## src/rtl/ps2_pkg.sv

```systemverilog
// ps2_pkg: shared constants and types for the PS/2 arrow-key tracker.
//   - Scancode byte constants (Set-2 prefixes and extended arrow codes)
//   - Key index constants giving the bit order of held/press/release
//   - Parser state enum
package ps2_pkg;

  localparam logic [7:0] PS2_EXT   = 8'hE0;
  localparam logic [7:0] PS2_BRK   = 8'hF0;
  localparam logic [7:0] PS2_LEFT  = 8'h6B;
  localparam logic [7:0] PS2_DOWN  = 8'h72;
  localparam logic [7:0] PS2_RIGHT = 8'h74;
  localparam logic [7:0] PS2_UP    = 8'h75;

  localparam int KEY_LEFT  = 0;
  localparam int KEY_DOWN  = 1;
  localparam int KEY_RIGHT = 2;
  localparam int KEY_UP    = 3;

  typedef enum logic [1:0] {
    IDLE    = 2'd0,
    EXT     = 2'd1,
    EXT_BRK = 2'd2,
    BRK     = 2'd3
  } ps2_state_e;

endpackage

```

## src/rtl/ps2_arrow_code_lut.sv

```systemverilog
// ps2_arrow_code_lut: purely combinational decode of a scancode byte into a
// one-hot arrow-key vector. Whether the byte was preceded by E0 is the
// caller's concern; this block only recognises the four code values.
// Ports:
//   i_byte   in  8  scancode byte
//   o_onehot out 4  one-hot key (bit order from KEY_* constants), 0 on miss
//   o_hit    out 1  byte is one of the four arrow codes
module ps2_arrow_code_lut
  import ps2_pkg::*;
(
  input  logic [7:0] i_byte,
  output logic [3:0] o_onehot,
  output logic       o_hit
);

  // Byte-to-key decode
  always_comb begin
    o_onehot = 4'b0000;
    o_hit    = 1'b0;
    case (i_byte)
      PS2_LEFT: begin
        o_onehot[KEY_LEFT] = 1'b1;
        o_hit              = 1'b1;
      end
      PS2_DOWN: begin
        o_onehot[KEY_DOWN] = 1'b1;
        o_hit              = 1'b1;
      end
      PS2_RIGHT: begin
        o_onehot[KEY_RIGHT] = 1'b1;
        o_hit               = 1'b1;
      end
      PS2_UP: begin
        o_onehot[KEY_UP] = 1'b1;
        o_hit            = 1'b1;
      end
      default: begin
        o_onehot = 4'b0000;
        o_hit    = 1'b0;
      end
    endcase
  end

endmodule

```

## src/rtl/ps2_arrow_tracker.sv

```systemverilog
// ps2_arrow_tracker: parses a PS/2 Set-2 scancode byte stream (E0 extended
// and F0 break prefixes) and tracks the held state of the four arrow keys.
// Ports:
//   clk          in  1  system clock, rising edge
//   areset_n     in  1  asynchronous active-low reset
//   byte_in      in  8  scancode byte
//   byte_valid   in  1  byte_in accepted this cycle (no backpressure)
//   clear        in  1  synchronous flush of held state and parser
//   held         out 4  key currently down (0 left, 1 down, 2 right, 3 up)
//   press        out 4  one-cycle pulse on key going down
//   key_release  out 4  one-cycle pulse on key going up ("release" is a
//                       reserved word in SystemVerilog, hence the name)
//   seq_error    out 1  one-cycle pulse when a partial sequence times out
// All outputs are registered.
module ps2_arrow_tracker
  import ps2_pkg::*;
#(
  parameter int TIMEOUT_CYCLES = 1000
)(
  input  logic       clk,
  input  logic       areset_n,
  input  logic [7:0] byte_in,
  input  logic       byte_valid,
  input  logic       clear,
  output logic [3:0] held,
  output logic [3:0] press,
  output logic [3:0] key_release,
  output logic       seq_error
);

  localparam int TO_W = $clog2(TIMEOUT_CYCLES + 1);
  // The abort fires on the idle cycle that would bring the counter to
  // TIMEOUT_CYCLES, so compare against one less.
  localparam logic [TO_W-1:0] TO_LAST = TO_W'(TIMEOUT_CYCLES - 1);

  ps2_state_e      r_state, w_state_nxt;
  logic [TO_W-1:0] r_cnt, w_cnt_nxt;
  logic [3:0]      r_held, w_held_nxt;
  logic [3:0]      r_press, w_press_nxt;
  logic [3:0]      r_release, w_release_nxt;
  logic            r_seq_error, w_seq_error_nxt;
  logic [3:0]      w_key_onehot;
  logic            w_key_hit;

  ps2_arrow_code_lut u_lut (
    .i_byte   (byte_in),
    .o_onehot (w_key_onehot),
    .o_hit    (w_key_hit)
  );

  // State, counter and output registers
  always_ff @(posedge clk or negedge areset_n) begin
    if (!areset_n) begin
      r_state     <= IDLE;
      r_cnt       <= '0;
      r_held      <= 4'b0000;
      r_press     <= 4'b0000;
      r_release   <= 4'b0000;
      r_seq_error <= 1'b0;
    end else begin
      r_state     <= w_state_nxt;
      r_cnt       <= w_cnt_nxt;
      r_held      <= w_held_nxt;
      r_press     <= w_press_nxt;
      r_release   <= w_release_nxt;
      r_seq_error <= w_seq_error_nxt;
    end
  end

  // Next-state, held update, pulses and timeout counter
  always_comb begin
    w_state_nxt     = r_state;
    w_cnt_nxt       = r_cnt;
    w_held_nxt      = r_held;
    w_press_nxt     = 4'b0000;
    w_release_nxt   = 4'b0000;
    w_seq_error_nxt = 1'b0;
    if (clear) begin
      // Flush silently; a same-cycle byte is dropped.
      w_state_nxt = IDLE;
      w_cnt_nxt   = '0;
      w_held_nxt  = 4'b0000;
    end else if (byte_valid) begin
      // An accepted byte always wins over a coincident timeout.
      w_cnt_nxt = '0;
      case (r_state)
        IDLE: begin
          if (byte_in == PS2_EXT) begin
            w_state_nxt = EXT;
          end else if (byte_in == PS2_BRK) begin
            w_state_nxt = BRK;
          end else begin
            w_state_nxt = IDLE;
          end
        end
        EXT: begin
          if (byte_in == PS2_BRK) begin
            w_state_nxt = EXT_BRK;
          end else if (byte_in == PS2_EXT) begin
            w_state_nxt = EXT;
          end else if (w_key_hit) begin
            // Masking with ~r_held suppresses typematic repeats.
            w_held_nxt  = r_held | w_key_onehot;
            w_press_nxt = w_key_onehot & ~r_held;
            w_state_nxt = IDLE;
          end else begin
            w_state_nxt = IDLE;
          end
        end
        EXT_BRK: begin
          if (w_key_hit) begin
            w_held_nxt    = r_held & ~w_key_onehot;
            w_release_nxt = w_key_onehot & r_held;
          end else begin
            w_held_nxt = r_held;
          end
          w_state_nxt = IDLE;
        end
        BRK: begin
          w_state_nxt = IDLE;
        end
        default: begin
          w_state_nxt = IDLE;
        end
      endcase
    end else if (r_state != IDLE) begin
      if (r_cnt == TO_LAST) begin
        w_state_nxt     = IDLE;
        w_cnt_nxt       = '0;
        w_seq_error_nxt = 1'b1;
      end else begin
        w_cnt_nxt = r_cnt + TO_W'(1);
      end
    end else begin
      w_cnt_nxt = '0;
    end
  end

  assign held        = r_held;
  assign press       = r_press;
  assign key_release = r_release;
  assign seq_error   = r_seq_error;

endmodule

```

## config.mk

```make
export PLATFORM = sky130hd
export DESIGN_NAME = ps2_arrow_tracker
export DESIGN_NICKNAME = d
export VERILOG_FILES = /design/src/rtl/ps2_pkg.sv /design/src/rtl/ps2_arrow_code_lut.sv /design/src/rtl/ps2_arrow_tracker.sv
export SDC_FILE = /design/constraint.sdc
export NUM_CORES = 1
export LEC_CHECK = 0
export CAP_MARGIN = 5
export CORE_MARGIN = 2
export CORE_UTILIZATION = 55
export CTS_CLUSTER_SIZE = 30
export DETAILED_ROUTE_END_ITERATION = 8
export DONT_BUFFER_PORTS = 1
export GPL_TIMING_DRIVEN = 0
export PLACE_DENSITY_LB_ADDON = 0.15
export SYNTH_ARGS = -nofsm -noshare
export SYNTH_HDL_FRONTEND = slang
export SYNTH_SLANG_ARGS = --single-unit
export TNS_END_PERCENT = 20
```

## constraint.sdc

```tcl
create_clock -name clk -period 2.75 [get_ports clk]
set_clock_uncertainty 0.2 [all_clocks]
set_input_delay 0.55 -clock clk [delete_from_list [all_inputs] [get_ports clk]]
set_output_delay 0.55 -clock clk [all_outputs]
set_load 0.01 [all_outputs]
```

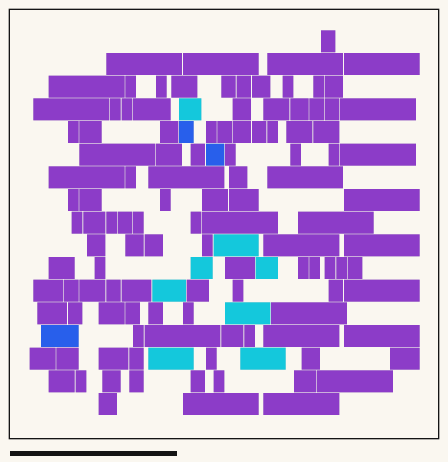
Run 1: sizing map
Bar = 20 um.
[purple] _0 and _1 cells | cells: 115 | share: 91%
[cyan] _3 and _4 cells | cells: 8 | share: 6.3%
[blue] _2 cells | cells: 3 | share: 2.4%

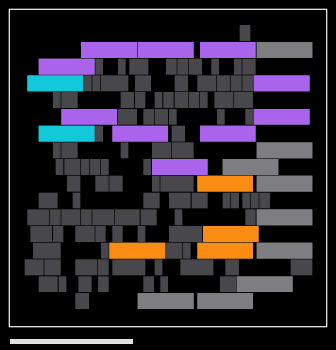
Run 1: register map, names as in the netlist
Bar = 20 um. Other sequential cells in the stronger grey, the rest of the logic in the fainter grey.
[orange] held | sequential cells: 4
[purple] r_cnt | sequential cells: 10
[cyan] r_state | sequential cells: 2

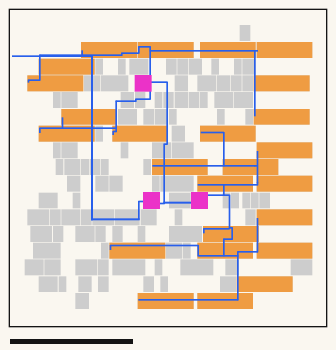
Run 1: clock distribution
Bar = 20 um.
[magenta] clock drivers | count: 3
[blue] clock wires | length: 294 um
[orange] flip-flops | count: 25
routed clock nets: 4
power drawn by the clock network: 0.000162 W
clock network latency to the later pin of the worst-skew pair: 0.32 ns
clock share of power: 29.2%

==> flow_summary.rst, run 1 <==
Implementation results
======================

.. list-table::
   :header-rows: 1

   * - Metric
     - Value
   * - Netlist cell types
     - 32
   * - Max FO, Critical Path
     - 6
   * - Hold-critical path endpoint
     - r_state[1]$_DFFE_PN0P_
   * - Initial standard-cell utilization of the core
     - 56.9%
   * - Fillers
     - 195
   * - FF-to-FF path depth
     - 4
   * - Share of the synthesized area in the top cell type
     - approximately 51%
   * - Post-route DRC
     - 0
   * - Asr flop ratio synth
     - 100%
   * - WL met3
     - 110 um
   * - Worst R2R End
     - held[3]$_DFFE_PN0P_
   * - Clock tree from TritonCTS
     - yes
   * - Setup slack of the worst register-to-register path
     - 0.80 ns
   * - Flip-flops with a built-in enable
     - 0
   * - Register area
     - 626 um2
   * - WP data arrival
     - 1.97 ns
   * - Comb gate area
     - 593 um2
   * - Launching point of the worst reg2reg path
     - r_state[0]$_DFFE_PN0P_
   * - Post-synthesis simple-gate area fraction
     - 29.6%
   * - Pin slew with the least headroom to its limit
     - 1.08 ns
   * - Yosys Chip Area
     - approximately 0.0012 mm2
   * - Cell area after technology mapping
     - 0.00123 mm2
   * - NumNets Final
     - between 100 and 150
   * - Power Density
     - 425 mW/mm2
   * - Seq group
     - between 0.0003 and 0.0004 W
   * - Drt first pass iters
     - 4
   * - Global-route wire length before repair
     - about 3800 um
   * - Antenna violations before repair
     - 0
   * - Placer Congestion
     - approximately 0.80
   * - Non-clock buffer share of cell area
     - 1.34%
   * - Clk_buf instances
     - 3
   * - Flop and latch count out of synthesis
     - 25
   * - Number of buffers created by CTS
     - 3
   * - Number of standard cells after synthesis
     - 121
   * - Largest net degree at the start of global routing
     - 26
   * - Post-detailed-route wirelength per cell
     - 14.1 um
   * - Largest cell class by area
     - registers
   * - FP Rows
     - 17
   * - Number of nets with antenna violations after routing
     - 0
   * - Pre-CTS setup slack
     - 0.556 ns
   * - Top contributor to total power
     - registers
   * - Total negative setup slack
     - 0 ns
   * - CTS clock-pin slew for the worst setup and hold paths
     - ~0.14 ns
   * - Critical Path End Type
     - flip-flop
   * - Initial detailed-routing violation count
     - 13
   * - Cell type contributing the most total cell area after synthesis
     - sky130_fd_sc_hd__dfrtp_1
   * - Fraction of final layout cells with drive strength greater than 1
     - 8.73%
   * - Net switching power of the design
     - 0.000123 W
   * - Sinks on the clock net
     - 25
   * - Cell with the most instances after synthesis
     - sky130_fd_sc_hd__dfrtp_1
   * - Synthesis-to-layout area growth
     - 5.88%
   * - Adder-cell share of the synthesized area
     - under 10%
   * - Hold path start
     - byte_in[4]
   * - Fraction of the yosys area taken by sequential cells
     - 50.7%
   * - Switching share of power
     - 22.2%
   * - Final period utilization
     - a little over two thirds
   * - Synth Area in XOR/XNOR
     - 4.26%
   * - Net count after synthesis
     - 134
   * - Final Max-Slew Violation Tally
     - 0
   * - Final Setup Violations
     - 0
   * - Via count
     - about 900
   * - Int Power
     - 0.000432 W
   * - Top layer used by detailed routing
     - met4
   * - Slowest stage delay, CP
     - ~0.44 ns
   * - Detailed placer's ending HPWL
     - 1620 um
   * - Non-clk invs
     - 2
   * - Flop Count
     - 25
   * - Top area cells in the synthesized netlist
     - sky130_fd_sc_hd__dfrtp_1 (51%), sky130_fd_sc_hd__nor2_1 (6.4%), sky130_fd_sc_hd__mux2_4 (4.9%)
   * - Total of buffers placed on input and output ports
     - 0
   * - Number of cells in the yosys synthesis report
     - 121
   * - Total routing usage reported by global routing
     - between 10% and 20%
   * - Dominant non-sequential cell family after synthesis
     - simple AND/OR/NAND/NOR gates
   * - Critical path required time
     - 2.77 ns
   * - Cell leakage power
     - 0.578 nW
   * - Boundary Pins
     - 25
   * - Portion of total power attributed to sequential cells
     - 66.4%
   * - Multi-input combinational gate total
     - 92
   * - Post-layout worst setup margin
     - 0.803 ns
   * - Total congestion overflow after global routing
     - 0
   * - Total core area
     - about 0.0022 mm2
   * - Maximum root-to-sink buffer count
     - 2
   * - Final count of hold timing violations
     - 0
   * - Outcome
     - completed
   * - Max-capacitance violation count
     - 0
-- run 1: layout by cell type, fill, tap and decap left out, types with 3 or more instances in the layout --
| cell | instances |
|---|---|
| sky130_fd_sc_hd__o21ai_0 | 3 |
| sky130_fd_sc_hd__nand2b_1 | 3 |
| sky130_fd_sc_hd__nand2_1 | 7 |
| sky130_fd_sc_hd__nor3b_1 | 4 |
| sky130_fd_sc_hd__xor2_1 | 3 |
| sky130_fd_sc_hd__nand3_1 | 6 |
| sky130_fd_sc_hd__a21oi_1 | 5 |
| sky130_fd_sc_hd__nor3_1 | 5 |
| sky130_fd_sc_hd__clkbuf_4 | 3 |
| sky130_fd_sc_hd__xnor2_1 | 3 |
| sky130_fd_sc_hd__nor2_1 | 21 |
| sky130_fd_sc_hd__mux2_4 | 4 |
| sky130_fd_sc_hd__dfrtp_1 | 25 |
| sky130_fd_sc_hd__and3_1 | 3 |
-- run 1: metrics by stage --
| stage | util, % | power [W] | instance area (um2) | std cells | hold WS, ns |
|---|---|---|---|---|---|
| final | 60.2 | 0.000556 | 1310 | 154 | 0.190 |
| after floorplan | - | 0.000391 | 1230 | 121 | 0.0544 |
| after detailed placement | 58.5 | 0.000393 | 1270 | 149 | 0.0549 |
| after CTS | 60.2 | 0.000560 | 1310 | 154 | 0.189 |
| after global placement | 58.5 | 0.000393 | 1270 | 149 | 0.0549 |
| after global routing | 60.2 | 0.000576 | 1310 | 154 | 0.202 |
-- run 1: worst max path at each step --
| stage | from | endpoint | cells past startpoint |
|---|---|---|---|
| after global routing | r_cnt[0]$_DFF_PN0_ | r_cnt[0]$_DFF_PN0_ | 6 |
| after floorplan | byte_in[0] | held[0]$_DFFE_PN0P_ | 5 |
| final | r_state[0]$_DFFE_PN0P_ | held[3]$_DFFE_PN0P_ | 4 |
| after global placement | byte_in[3] | held[3]$_DFFE_PN0P_ | 5 |
| after CTS | r_cnt[0]$_DFF_PN0_ | r_cnt[3]$_DFF_PN0_ | 6 |
| after detailed placement | byte_in[3] | held[1]$_DFFE_PN0P_ | 5 |
-- run 1: kinds of logic (layout without fill, tap and decap cells) --
group                    count (synthesis)  in the layout
buffers and inverters                    4              9
multiplexers                             6              6
AND/OR/NAND/NOR                         66             66
XOR/XNOR                                 6              6
flip-flops                              25             25
AND-OR/OR-AND                           13             13
adder cells (fa/ha/maj)                  1              1
-- run 1: sequential cells by signal, indices dropped and copies added (netlist names) --
| register | count |
|---|---|
| key_release | 4 |
| held | 4 |
| press | 4 |
| seq_error | 1 |
| r_cnt | 10 |
| r_state | 2 |
-- run 1: per-layer routing --
layer,GRT usage (%),up-vias
met5,0,-
met4,9.21,0
met3,4.39,2
met2,26.9,23
met1,28.8,427
li1,-,437
-- run 1: critical path, delay by kind of cell (launching register included) --
| kind | cells | cell delay, ns |
|---|---|---|
| multiplexers | 1 | 0.30 |
| AND-OR/OR-AND | 1 | 0.43 |
| flip-flops | 1 | 0.44 |
| AND/OR/NAND/NOR | 2 | 0.49 |
-- run 1: repair_timing --
action,4_1_cts,5_1_grt
gates resized,0,0
endpoints found under the hold margin,25,0
hold buffers,1,0
buffers inserted,0,0
Run 1, clock nets:
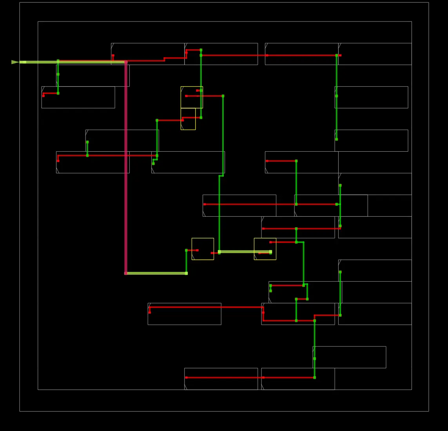

==> run 2, diff against run 1 <==
Clock period 2.75 ns to 1.7 ns, I/O delays scaled along.
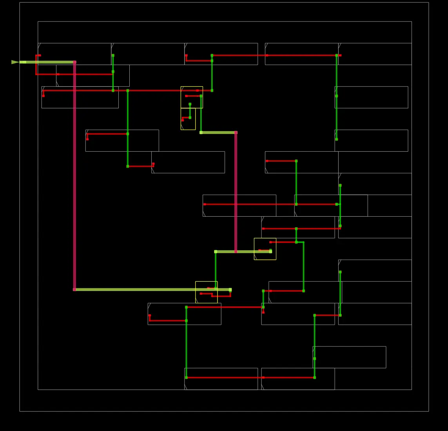
Run 2: clock nets
number of buffers created by CTS: 3
clk_buf instances: 3
sinks on the clock net: 25

==> run 2 against run 1 <==
The flow now finishes with violations (setup timing). Count of clock-buffer cells in the layout unchanged. Flip-flop count stayed put. Sequential power grew 62%. Critical path depth unchanged. Utilization up 6.9 points. Non-clock buffer count rose by 11. Register-to-register slack lost 0.91 ns. Cell count increased by 7.1%. Total power increased by 64%. Die size stayed put. Worst hold slack lost 0.17 ns. Sequential share of layout area shrank 4.9 points.
==> flow_summary.rst, run 2 <==
Implementation results
======================

.. list-table::
   :header-rows: 1

   * - Metric
     - Value
   * - FP Rows
     - 17 (unchanged)
   * - Buffers & Inverters on Critical Path
     - 0 (unchanged)
   * - Instance count on the critical path
     - 4 (unchanged)
   * - Comb gate area
     - 648 um2 (was 593 um2)
   * - Flop and latch count out of synthesis
     - 25 (unchanged)
   * - Violated checks
     - setup timing
   * - Final count of hold timing violations
     - 0 (unchanged)
   * - Net count after synthesis
     - 134 (unchanged)
   * - Cell area after technology mapping
     - 0.00123 mm2 (unchanged)
   * - Most common logic cell in the routed design
     - sky130_fd_sc_hd__dfrtp_1 (unchanged)
   * - Most flop-heavy register
     - r_cnt (unchanged)
   * - Synthesis-to-layout area growth
     - 18.1% (was 5.88%)
   * - Final period utilization
     - 106% (was 70.8%)
   * - Top area cells in the synthesized netlist
     - sky130_fd_sc_hd__dfrtp_1 (51%), sky130_fd_sc_hd__nor2_1 (6.4%), sky130_fd_sc_hd__mux2_4 (4.9%) (unchanged)
   * - Cell count after placement
     - 149 (unchanged)
   * - Gate family responsible for the most delay along the worst path
     - flip-flops (was simple AND/OR/NAND/NOR gates)
   * - NumNets Final
     - 151 (was 140)
   * - Area after detailed placement
     - 0.00127 mm2 (unchanged)
   * - Initial detailed-routing violation count
     - 12 (was 13)
   * - Asr flop ratio synth
     - 100% (unchanged)
   * - Critical path required time
     - 1.73 ns (was 2.77 ns)
   * - Power Density
     - 625 mW/mm2 (was 425 mW/mm2)
   * - Max FO, Critical Path
     - 5 (was 6)
   * - Post-detailed-route wirelength per cell
     - 14.6 um (was 14.1 um)
   * - Detailed placer's ending HPWL
     - 1620 um (unchanged)
   * - Global-route wire length before repair
     - 3970 um (was 3770 um)
   * - Placer Congestion
     - 0.796 (unchanged)
   * - Slowest stage delay, CP
     - 0.44 ns (about the same)
   * - Clock tree from TritonCTS
     - yes (unchanged)
   * - Boundary Pins
     - 25 (unchanged)
   * - Non-filler instance count after layout
     - 165 (was 154)
   * - Netlist cell types
     - 32 (unchanged)
   * - Cell leakage power
     - 0.644 nW (was 0.578 nW)
   * - Total routing usage reported by global routing
     - 20.4% (was 19.5%)
   * - Worst setup startpoint
     - r_state[0]$_DFFE_PN0P_ (unchanged)
   * - Critical Path End Type
     - flip-flop (unchanged)
   * - Hold path start
     - byte_in[0] (was byte_in[4])
   * - Via count
     - 950 (was 889)
   * - FF-to-FF path depth
     - 4 (unchanged)
   * - Leading cell types in the layout, fill and taps excluded
     - sky130_fd_sc_hd__dfrtp_1 (24), sky130_fd_sc_hd__nor2_1 (20), sky130_fd_sc_hd__buf_4 (10) (was sky130_fd_sc_hd__dfrtp_1 (25), sky130_fd_sc_hd__nor2_1 (21), sky130_fd_sc_hd__nand2_1 (7))
   * - Flip-flops with a built-in enable
     - 0 (unchanged)
   * - Largest register FFs
     - 10 (unchanged)
   * - Area of all placed cells without fillers
     - 0.00146 mm2 (was 0.00131 mm2)
   * - Cell type contributing the most total cell area after synthesis
     - sky130_fd_sc_hd__dfrtp_1 (unchanged)
   * - Antenna violations before repair
     - 0 (unchanged)
   * - Final Setup Violations
     - 4 (was 0)
   * - Outcome
     - finished with violations (was completed)
   * - Largest net degree at the start of global routing
     - 26 (unchanged)
   * - Drt first pass iters
     - 4 (unchanged)
   * - Post-layout worst setup margin
     - -0.110 ns (was 0.803 ns)
   * - Fraction of final layout cells with drive strength greater than 1
     - 22.6% (was 8.73%)
   * - Post-route DRC
     - 0 (unchanged)
   * - Pin slew with the least headroom to its limit
     - 1.06 ns (was 1.08 ns)
   * - Maximum root-to-sink buffer count
     - 2 (unchanged)
   * - Register area
     - 627 um2 (was 626 um2)
   * - Max-capacitance violation count
     - 0 (unchanged)
   * - Number of cells in the yosys synthesis report
     - 121 (unchanged)
   * - Fillers
     - 181 (was 195)
   * - Total congestion overflow after global routing
     - 0 (unchanged)
   * - Fraction of the yosys area taken by sequential cells
     - 50.7% (unchanged)
   * - Launching point of the worst reg2reg path
     - r_state[0]$_DFFE_PN0P_ (unchanged)
   * - Number of standard cells after synthesis
     - 121 (unchanged)
   * - Total of buffers placed on input and output ports
     - 0 (unchanged)
   * - Yosys Chip Area
     - 0.00123 mm2 (unchanged)
   * - Total core area
     - 0.00217 mm2 (unchanged)
==> run 2: cell counts after synthesis <==
Identical to the previous run, type by type.
==> run 2: stage by stage <==
stage                     hold WS (ns)  worst slack (ns)  utilization [%]  total power, W  setup TNS (ns)
after floorplan                 -0.156            -0.177                -        0.000632          -0.708
after global placement          -0.155            -0.282             58.5        0.000635           -2.70
after detailed placement        -0.155            -0.284             58.5        0.000636           -3.12
after CTS                       0.0152           -0.0770             64.5        0.000910          -0.301
after global routing            0.0364            -0.146             67.1        0.000937          -0.623
final                           0.0168            -0.110             67.1        0.000910          -0.433
==> run 2: area by class of cell <==
| cell class | count | area share, % |
|---|---|---|
| Timing Repair Buffer | 13 | 7.39 |
| Tap cell | 28 | 2.41 |
| Clock buffer | 3 | 1.55 |
| Inverter | 2 | 0.515 |
| Sequential cell | 25 | 43.0 |
| Multi-Input combinational cell | 92 | 44.5 |
| Buffer | 1 | 0.258 |
| Clock inverter | 1 | 0.344 |
==> run 2: final timing paths <==
check                                          to  slack, ns
hold reg to reg                r_cnt[0]$_DFF_PN0_       0.28
hold / removal                 press[3]$_DFF_PN0_       0.02
setup reg to reg              held[3]$_DFFE_PN0P_      -0.11
min in group asynchronous      press[2]$_DFF_PN0_       0.06
max in group asynchronous  r_state[1]$_DFFE_PN0P_       0.52
setup / recovery              held[3]$_DFFE_PN0P_      -0.11
==> run 2: report_power, final <==
group	leakage, nW	switching, W	internal [W]	total [W]
clock network	0.0177	0.000179	0.0000882	0.000267
logic	0.279	0.0000252	0.0000208	0.0000461
registers	0.348	0.00000132	0.000595	0.000597
==> run 2: layer usage <==
metal	GRT usage (%)	up-vias	wire, um
met5	0	-	0
met4	9.21	0	43
met3	4.39	4	163
met2	29.3	31	1050
met1	29.5	455	1140
li1	-	460	-
==> run 2: cell families (layout without fill, tap and decap cells) <==
group | after synthesis | after routing | synth area share (%)
AND-OR/OR-AND | 13 | 13 | 6.69
adder cells (fa/ha/maj) | 1 | 1 | 1.01
AND/OR/NAND/NOR | 66 | 66 | 29.6
buffers and inverters | 4 | 20 | 1.22
flip-flops | 25 | 25 | 50.7
XOR/XNOR | 6 | 6 | 4.26
multiplexers | 6 | 6 | 6.49
==> run 2: what timing repair did <==
action / 4_1_cts / 5_1_grt
resized: 7 / 6
hold buffers: 3 / 0
hold endpoints to repair: 27 / 0
endpoints found under the setup margin: 14 / 43
pin swaps: 1 / 2
setup buffers: 6 / 4
Power and IR drop assume default switching activity.
